==> config.mk <==
export PLATFORM = sky130hd
export DESIGN_NAME = id_ex_stage
export DESIGN_NICKNAME = d
export VERILOG_FILES = /design/src/rtl/cpu_pkg.sv /design/src/rtl/fwd_mux.sv /design/src/rtl/id_ex_stage.sv
export SDC_FILE = /design/constraint.sdc
export NUM_CORES = 1
export LEC_CHECK = 0
export CAP_MARGIN = 20
export CORE_UTILIZATION = 38
export CTS_BUF_LIST = sky130_fd_sc_hd__clkbuf_4
export CTS_CLUSTER_DIAMETER = 50
export DETAILED_ROUTE_END_ITERATION = 8
export GPL_TIMING_DRIVEN = 1
export PLACE_DENSITY = 0.91
export SLEW_MARGIN = 20
export SYNTH_ARGS = -nofsm -noshare
export SYNTH_HDL_FRONTEND = slang
export SYNTH_SLANG_ARGS = --single-unit
==> constraint.sdc <==
create_clock -name clk -period 2.9 [get_ports clk]
set_clock_uncertainty 0.2 [all_clocks]
set_input_delay 0.29 -clock clk [delete_from_list [all_inputs] [get_ports clk]]
set_output_delay 0.29 -clock clk [all_outputs]
set_load 0.01 [all_outputs]
==> src/rtl/cpu_pkg.sv <==
// Shared widths, ALU opcodes and control-bundle types for the 19-bit pipelined CPU.
// Pure declarations; no logic, no latency, no flow control.
package cpu_pkg;

   localparam int DW  = 19;
   localparam int AW  = 3;
   localparam int PCW = 8;
   localparam int OPW = 5;

   localparam logic [OPW-1:0] ALU_ADD = 5'd0;
   localparam logic [OPW-1:0] ALU_SUB = 5'd1;
   localparam logic [OPW-1:0] ALU_AND = 5'd2;
   localparam logic [OPW-1:0] ALU_OR  = 5'd3;
   localparam logic [OPW-1:0] ALU_XOR = 5'd4;
   localparam logic [OPW-1:0] ALU_SLL = 5'd5;
   localparam logic [OPW-1:0] ALU_SRL = 5'd6;
   localparam logic [OPW-1:0] ALU_SLT = 5'd7;

   typedef struct packed {
      logic valid;
      logic regwrite;
      logic memread;
      logic memwrite;
      logic push;
      logic pop;
   } ctrl_t;

   localparam ctrl_t CTRL_BUBBLE = '0;

endpackage

==> src/rtl/fwd_mux.sv <==
// Three-source priority bypass for one register-file operand: EX > MEM > WB > register file.
// Purely combinational, zero latency; hit qualification is done by the caller.
module fwd_mux #(
   parameter int DW = 19
) (
   input  logic          ex_hit,
   input  logic          mem_hit,
   input  logic          wb_hit,
   input  logic [DW-1:0] ex_data,
   input  logic [DW-1:0] mem_data,
   input  logic [DW-1:0] wb_data,
   input  logic [DW-1:0] rf_data,
   output logic [DW-1:0] operand
);

   always_comb begin
      operand = rf_data;
      if (ex_hit)
         operand = ex_data;
      else if (mem_hit)
         operand = mem_data;
      else if (wb_hit)
         operand = wb_data;
   end

endmodule

==> src/rtl/id_ex_stage.sv <==
// ID/EX boundary: operand bypass, load-use stall, pipeline register and bubble counter.
// One cycle ID->EX; flush beats hold, hold freezes the register, load-use inserts a bubble.
module id_ex_stage #(
   parameter int DW  = cpu_pkg::DW,
   parameter int AW  = cpu_pkg::AW,
   parameter int PCW = cpu_pkg::PCW,
   parameter int OPW = cpu_pkg::OPW
) (
   input  logic           clk,
   input  logic           reset,
   input  logic           ID_valid,
   input  logic [PCW-1:0] ID_pc,
   input  logic [AW-1:0]  ID_rs1,
   input  logic [AW-1:0]  ID_rs2,
   input  logic [AW-1:0]  ID_ws,
   input  logic           ID_use_rs1,
   input  logic           ID_use_rs2,
   input  logic [DW-1:0]  ID_rd1,
   input  logic [DW-1:0]  ID_rd2,
   input  logic [DW-1:0]  ID_imm,
   input  logic [OPW-1:0] ID_aluop,
   input  logic           ID_regwrite,
   input  logic           ID_memread,
   input  logic           ID_memwrite,
   input  logic           ID_push,
   input  logic           ID_pop,
   input  logic [DW-1:0]  EX_result,
   input  logic [AW-1:0]  MEM_ws,
   input  logic           MEM_regwrite,
   input  logic [DW-1:0]  MEM_result,
   input  logic [AW-1:0]  WB_ws,
   input  logic           WB_regwrite,
   input  logic [DW-1:0]  wd,
   input  logic           EX_flush,
   input  logic           EX_hold,
   output logic           ID_stall,
   output logic           EX_valid,
   output logic           EX_regwrite,
   output logic           EX_memread,
   output logic           EX_memwrite,
   output logic           EX_push,
   output logic           EX_pop,
   output logic [PCW-1:0] EX_pc,
   output logic [AW-1:0]  EX_ws,
   output logic [OPW-1:0] EX_aluop,
   output logic [DW-1:0]  EX_op1,
   output logic [DW-1:0]  EX_op2,
   output logic [DW-1:0]  EX_imm,
   output logic [15:0]    bubble_count
);

   import cpu_pkg::ctrl_t;
   import cpu_pkg::CTRL_BUBBLE;

   ctrl_t         ex_ctrl;
   ctrl_t         id_ctrl;
   logic          ex_fwd_ok;
   logic          load_use;
   logic [DW-1:0] op1_fwd;
   logic [DW-1:0] op2_fwd;

   // A load in EX has no result yet, so it may only stall, never forward.
   assign ex_fwd_ok = ex_ctrl.valid & ex_ctrl.regwrite & ~ex_ctrl.memread;

   assign load_use = ID_valid & ex_ctrl.valid & ex_ctrl.memread &
                     ((ID_use_rs1 & (ex_ctrl_ws_eq(ID_rs1))) |
                      (ID_use_rs2 & (ex_ctrl_ws_eq(ID_rs2))));

   assign ID_stall = load_use | EX_hold;

   function automatic logic ex_ctrl_ws_eq(input logic [AW-1:0] rs);
      return EX_ws == rs;
   endfunction

   fwd_mux #(.DW(DW)) u_fwd_op1 (
      .ex_hit   (ex_fwd_ok & (EX_ws == ID_rs1)),
      .mem_hit  (MEM_regwrite & (MEM_ws == ID_rs1)),
      .wb_hit   (WB_regwrite & (WB_ws == ID_rs1)),
      .ex_data  (EX_result),
      .mem_data (MEM_result),
      .wb_data  (wd),
      .rf_data  (ID_rd1),
      .operand  (op1_fwd)
   );

   fwd_mux #(.DW(DW)) u_fwd_op2 (
      .ex_hit   (ex_fwd_ok & (EX_ws == ID_rs2)),
      .mem_hit  (MEM_regwrite & (MEM_ws == ID_rs2)),
      .wb_hit   (WB_regwrite & (WB_ws == ID_rs2)),
      .ex_data  (EX_result),
      .mem_data (MEM_result),
      .wb_data  (wd),
      .rf_data  (ID_rd2),
      .operand  (op2_fwd)
   );

   always_comb begin
      id_ctrl          = CTRL_BUBBLE;
      id_ctrl.valid    = ID_valid;
      id_ctrl.regwrite = ID_regwrite & ID_valid;
      id_ctrl.memread  = ID_memread & ID_valid;
      id_ctrl.memwrite = ID_memwrite & ID_valid;
      id_ctrl.push     = ID_push & ID_valid;
      id_ctrl.pop      = ID_pop & ID_valid;
   end

   always_ff @(posedge clk or posedge reset) begin
      if (reset) begin
         ex_ctrl      <= CTRL_BUBBLE;
         EX_pc        <= '0;
         EX_ws        <= '0;
         EX_aluop     <= '0;
         EX_op1       <= '0;
         EX_op2       <= '0;
         EX_imm       <= '0;
         bubble_count <= '0;
      end else if (EX_flush || (!EX_hold && load_use)) begin
         ex_ctrl  <= CTRL_BUBBLE;
         EX_pc    <= '0;
         EX_ws    <= '0;
         EX_aluop <= '0;
         EX_op1   <= '0;
         EX_op2   <= '0;
         EX_imm   <= '0;
         // Only load-use bubbles are a performance event; flushes are not counted.
         if (!EX_flush && bubble_count != 16'hFFFF)
            bubble_count <= bubble_count + 16'd1;
      end else if (!EX_hold) begin
         ex_ctrl  <= id_ctrl;
         EX_pc    <= ID_pc;
         EX_ws    <= ID_ws;
         EX_aluop <= ID_aluop;
         EX_op1   <= op1_fwd;
         EX_op2   <= op2_fwd;
         EX_imm   <= ID_imm;
      end
   end

   assign EX_valid    = ex_ctrl.valid;
   assign EX_regwrite = ex_ctrl.regwrite;
   assign EX_memread  = ex_ctrl.memread;
   assign EX_memwrite = ex_ctrl.memwrite;
   assign EX_push     = ex_ctrl.push;
   assign EX_pop      = ex_ctrl.pop;

endmodule

==> flow_metrics.py, run 1 <==
# Auto-generated metrics
metrics = {
    "placed_design": {
        "preCtsSetupSlack_ps": 14.57,
    },
    "clock_network": {
        "cts_resized": 4,
        "postCtsSetupBuffers": 3,
        "insertion_delay_ps": 460,
    },
    "finish": {
        "nNonClkBuffers": 277,
        "comb_cells": 352,
        "comb_share": 0.3303,
    },
    "power": {
        "power.net_switching_mw": 0.8124,
        "p_per_area_nw_per_um2": 358.3,
        "power_mw": 2.926,
    },
    "grt": {
        "busiest_layer": "met2",
    },
    "floorplanning": {
        "fp.dieH_um": 119.5,
    },
    "synthesis": {
        "top_logic_kind": "AND-OR/OR-AND gates",
        "netlist_instances": 492,
    },
    "final_timing": {
        "min_period_ps": 2714,
    },
    "critical_path": {
        "slowest_delay_ps": 570,
        "crit_start": "EX_ws[1]",
        "crit_slowest_cell": "or4b_4",
    },
    "outcome": {
        "status": "finished, final reports clean",
    },
    "detailed_routing": {
        "drt_pass1_iterations": 4,
    },
}
### Metal 1, run 1

Supply wires on this layer in gray.
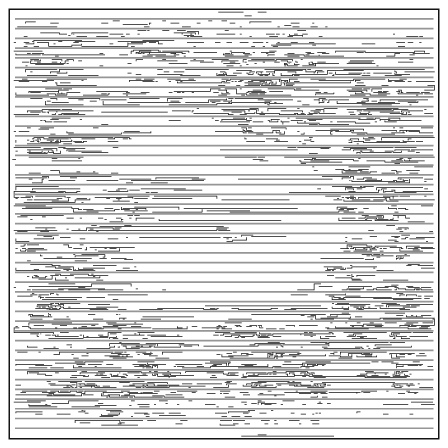
longest straight run	41.9 um
nets with wire on the layer	766
main direction	horizontal

### Signal wires on met2, run 1

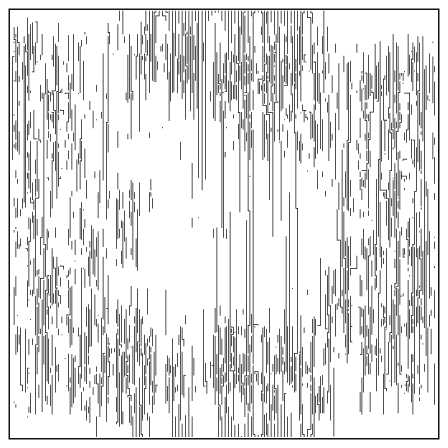
nets with wire on the layer	800
share of all routed wire	50%
longest straight run	72.1 um
DRT Wirelength: 18.18 mm
Via Count: 5154

### The metal 3 layer, run 1

The bar under the picture is 20 um long.
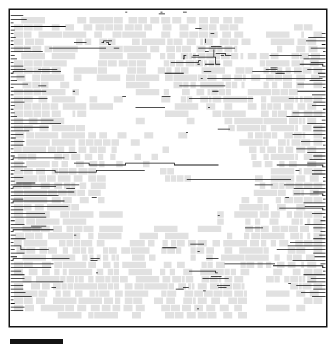
longest straight run	43.2 um
wire length on this layer	1630 um
nets with wire on the layer	197
GR met3 Demand/Resource: 0.06944

### Met4 routing, run 1

Supply wires on this layer in gray.
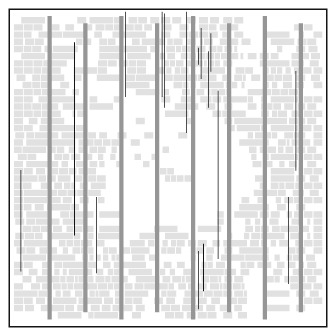
longest straight run	72.8 um
nets with wire on the layer	15
wire length on this layer	518 um

==> run 2, diff against run 1 <==
- SKIP_LAST_GASP: not set -> 1
### Metal 1, run 2

Supply wires on this layer in gray.
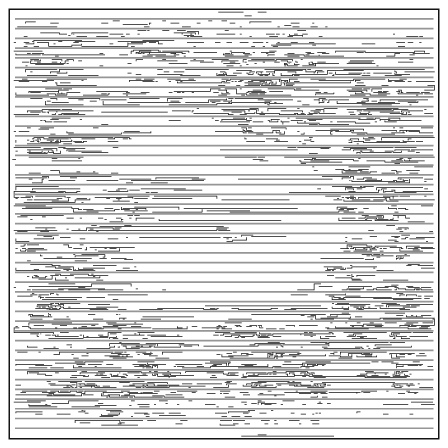
wire length on this layer	6860 um
nets with wire on the layer	766

### The metal 3 layer, run 2

The bar under the picture is 20 um long.
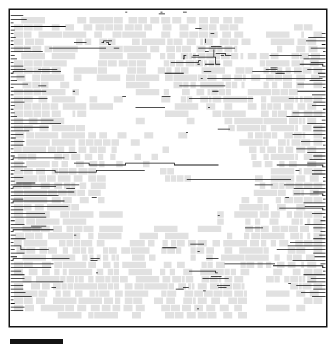
nets with wire on the layer	197
share of all routed wire	9.0%
main direction	horizontal
longest straight run	43.2 um

==> run 2 against run 1 <==
Routed wire length did not move; setup slack did not move; non-clock buffer count did not move; first-iteration DRC count did not move; die area did not move.
==> flow_metrics.py, run 2 <==
# Auto-generated metrics
metrics = {
    "placed_design": {
        "preCtsSetupSlack_ps": 14.57,
        "placed_cells": 898,
    },
    "synthesis": {
        "top_cell": "dfrtp_1",
        "yosys.area_share.xor_xnor": 0.05179,
        "synthArstFlopShare": 1.000,
        "top_logic_kind": "AND-OR/OR-AND gates",
        "netlist_instances": 492,
    },
    "power": {
        "p_per_area_nw_per_um2": 358.3,
        "p_seq_frac": 0.490,
        "power.net_switching_mw": 0.8124,
    },
    "floorplanning": {
        "fp-row-count": 42,
        "fp.dieH_um": 119.5,
    },
    "final_timing": {
        "holdWs_ps": 147.1,
        "min_period_ps": 2714,
        "finalClockPeriodUsage": 0.9359,
    },
    "finish": {
        "final_cell_mix": "clkdlybuf4s50_1 (250), dfrtp_1 (93), and2_1 (43)",
        "nNonClkBuffers": 277,
        "comb_cells": 352,
        "clk_share": 0.01593,
    },
    "detailed_routing": {
        "vias": 5154,
        "wl_mm": 18.18,
        "drt_pass1_iterations": 4,
        "drt-met1-wl_mm": 6.858,
    },
    "clock_network": {
        "postCtsSetupBuffers": 3,
        "cts_hold_buf": 0,
        "cts_resized": 4,
        "insertion_delay_ps": 460,
    },
    "critical_path": {
        "r2r-end": "EX_pop",
        "crit_slowest_cell": "or4b_4",
        "crit_start": "EX_ws[1]",
        "slowest_delay_ps": 570,
        "critPathKind": "reg2out",
        "worstReg2RegStart": "EX_ws[1]",
    },
    "outcome": {
        "status": "finished, final reports clean",
    },
    "run": {
        "warning_count": 26,
    },
    "grt": {
        "grt_use_met3": 0.06944,
        "grt-ovfl-total": 0,
        "busiest_layer": "met2",
    },
}
### Clock routing, run 2

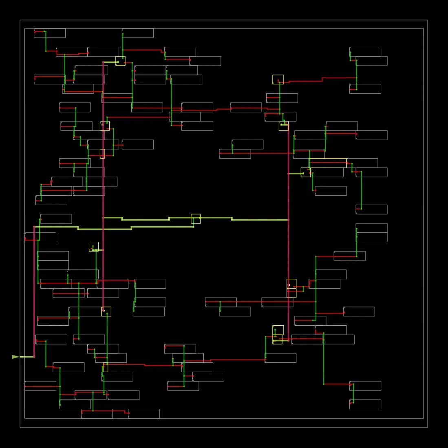
Clock buffer cells: 9
num sequential: 95
clk pwr: 0.713 mW

==> run 3, diff against run 2 <==
- RECOVER_POWER: not set -> 100
- SKIP_CTS_REPAIR_TIMING: not set -> 1
### Clock routing, run 3

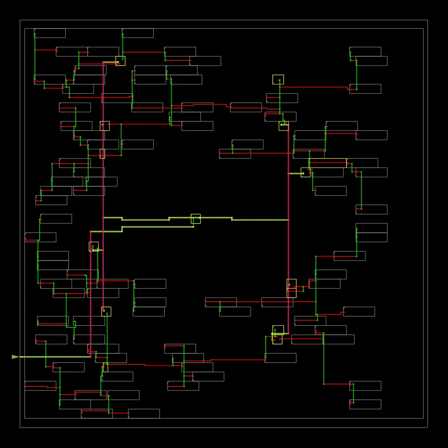
total CTS buffers: 9
clock sinks: 95

### Signal wires on met2, run 3

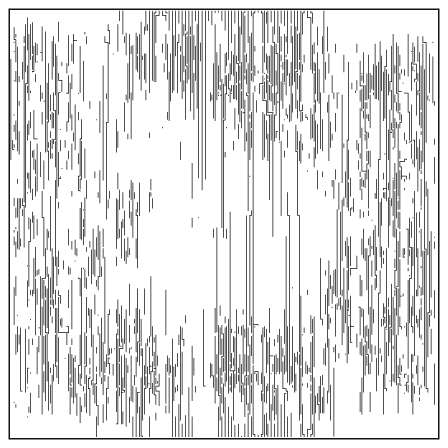
wire length on this layer	9150 um
nets with wire on the layer	795
main direction	vertical
longest straight run	75.6 um

==> run 3 against run 2 <==
Routed wire length decreased by 0.74%; synthesized cell count unchanged; maximum frequency increased by 2.4%; utilization decreased by 0.31 points; largest cell class unchanged; highest routed layer unchanged; final area decreased by 0.51%; non-clock buffer count decreased by 3; combinational power decreased by 4.1%; area after synthesis unchanged; sequential share of layout area increased by 0.12 points; first-iteration DRC count decreased by 7.6%.
==> flow_metrics.py, run 3 <==
# Auto-generated metrics
metrics = {
    "synthesis": {
        "top_cell": "dfrtp_1",
        "netlist_instances": 492,
        "top_logic_kind": "AND-OR/OR-AND gates",
        "yosys.area_share.xor_xnor": 0.05179,
        "synthArstFlopShare": 1.000,
        "ys_cells": 492,
    },
    "finish": {
        "clock_buffers": 9,
        "clk_share": 0.01601,
        "final_cell_mix": "clkdlybuf4s50_1 (156), dfrtp_1 (95), dlygate4sd3_1 (94)",
        "regArea_sq_um": 2377,
        "comb_share": 0.3302,
        "comb_cells": 352,
        "drive_gt1_frac": 0.05970,
        "nFlopsAndLatches": 95,
    },
    "critical_path": {
        "worstReg2RegStart": "EX_ws[0]",
        "r2r-end": "EX_pop",
        "crit_start": "EX_ws[0]",
        "end_kind": "primary output",
        "critPathKind": "reg2out",
        "slowest_delay_ps": 580,
    },
    "power": {
        "power.net_switching_mw": 0.8054,
        "p_per_area_nw_per_um2": 355.6,
        "p_seq_frac": 0.495,
        "pwr.group.clock_mw": 0.711,
    },
    "final_timing": {
        "finalClockPeriodUsage": 0.9138,
        "min_period_ps": 2650,
    },
    "clock_network": {
        "insertion_delay_ps": 460,
    },
    "floorplanning": {
        "die-area_sq_um": 14270,
        "fp-row-count": 42,
        "coreArea_sq_um": 13350,
        "fp.dieH_um": 119.5,
    },
    "grt": {
        "met1_usage": 0.2859,
        "grt_use_met3": 0.06944,
    },
    "detailed_routing": {
        "drt_pass1_iterations": 5,
        "drt-met1-wl_mm": 6.834,
        "post_drt_wl_per_cell_um": 19.77,
    },
    "placed_design": {
        "preCtsSetupSlack_ps": 14.57,
        "placed_cells": 898,
    },
    "outcome": {
        "status": "finished, final reports clean",
    },
    "run": {
        "warning_count": 26,
    },
}
### Met4 routing, run 3

Supply wires on this layer in gray.
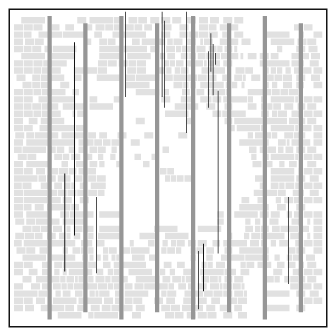
Via Count: 5126
DRT Wirelength: 18.05 mm

Power is estimated from default activity; no workload was simulated.
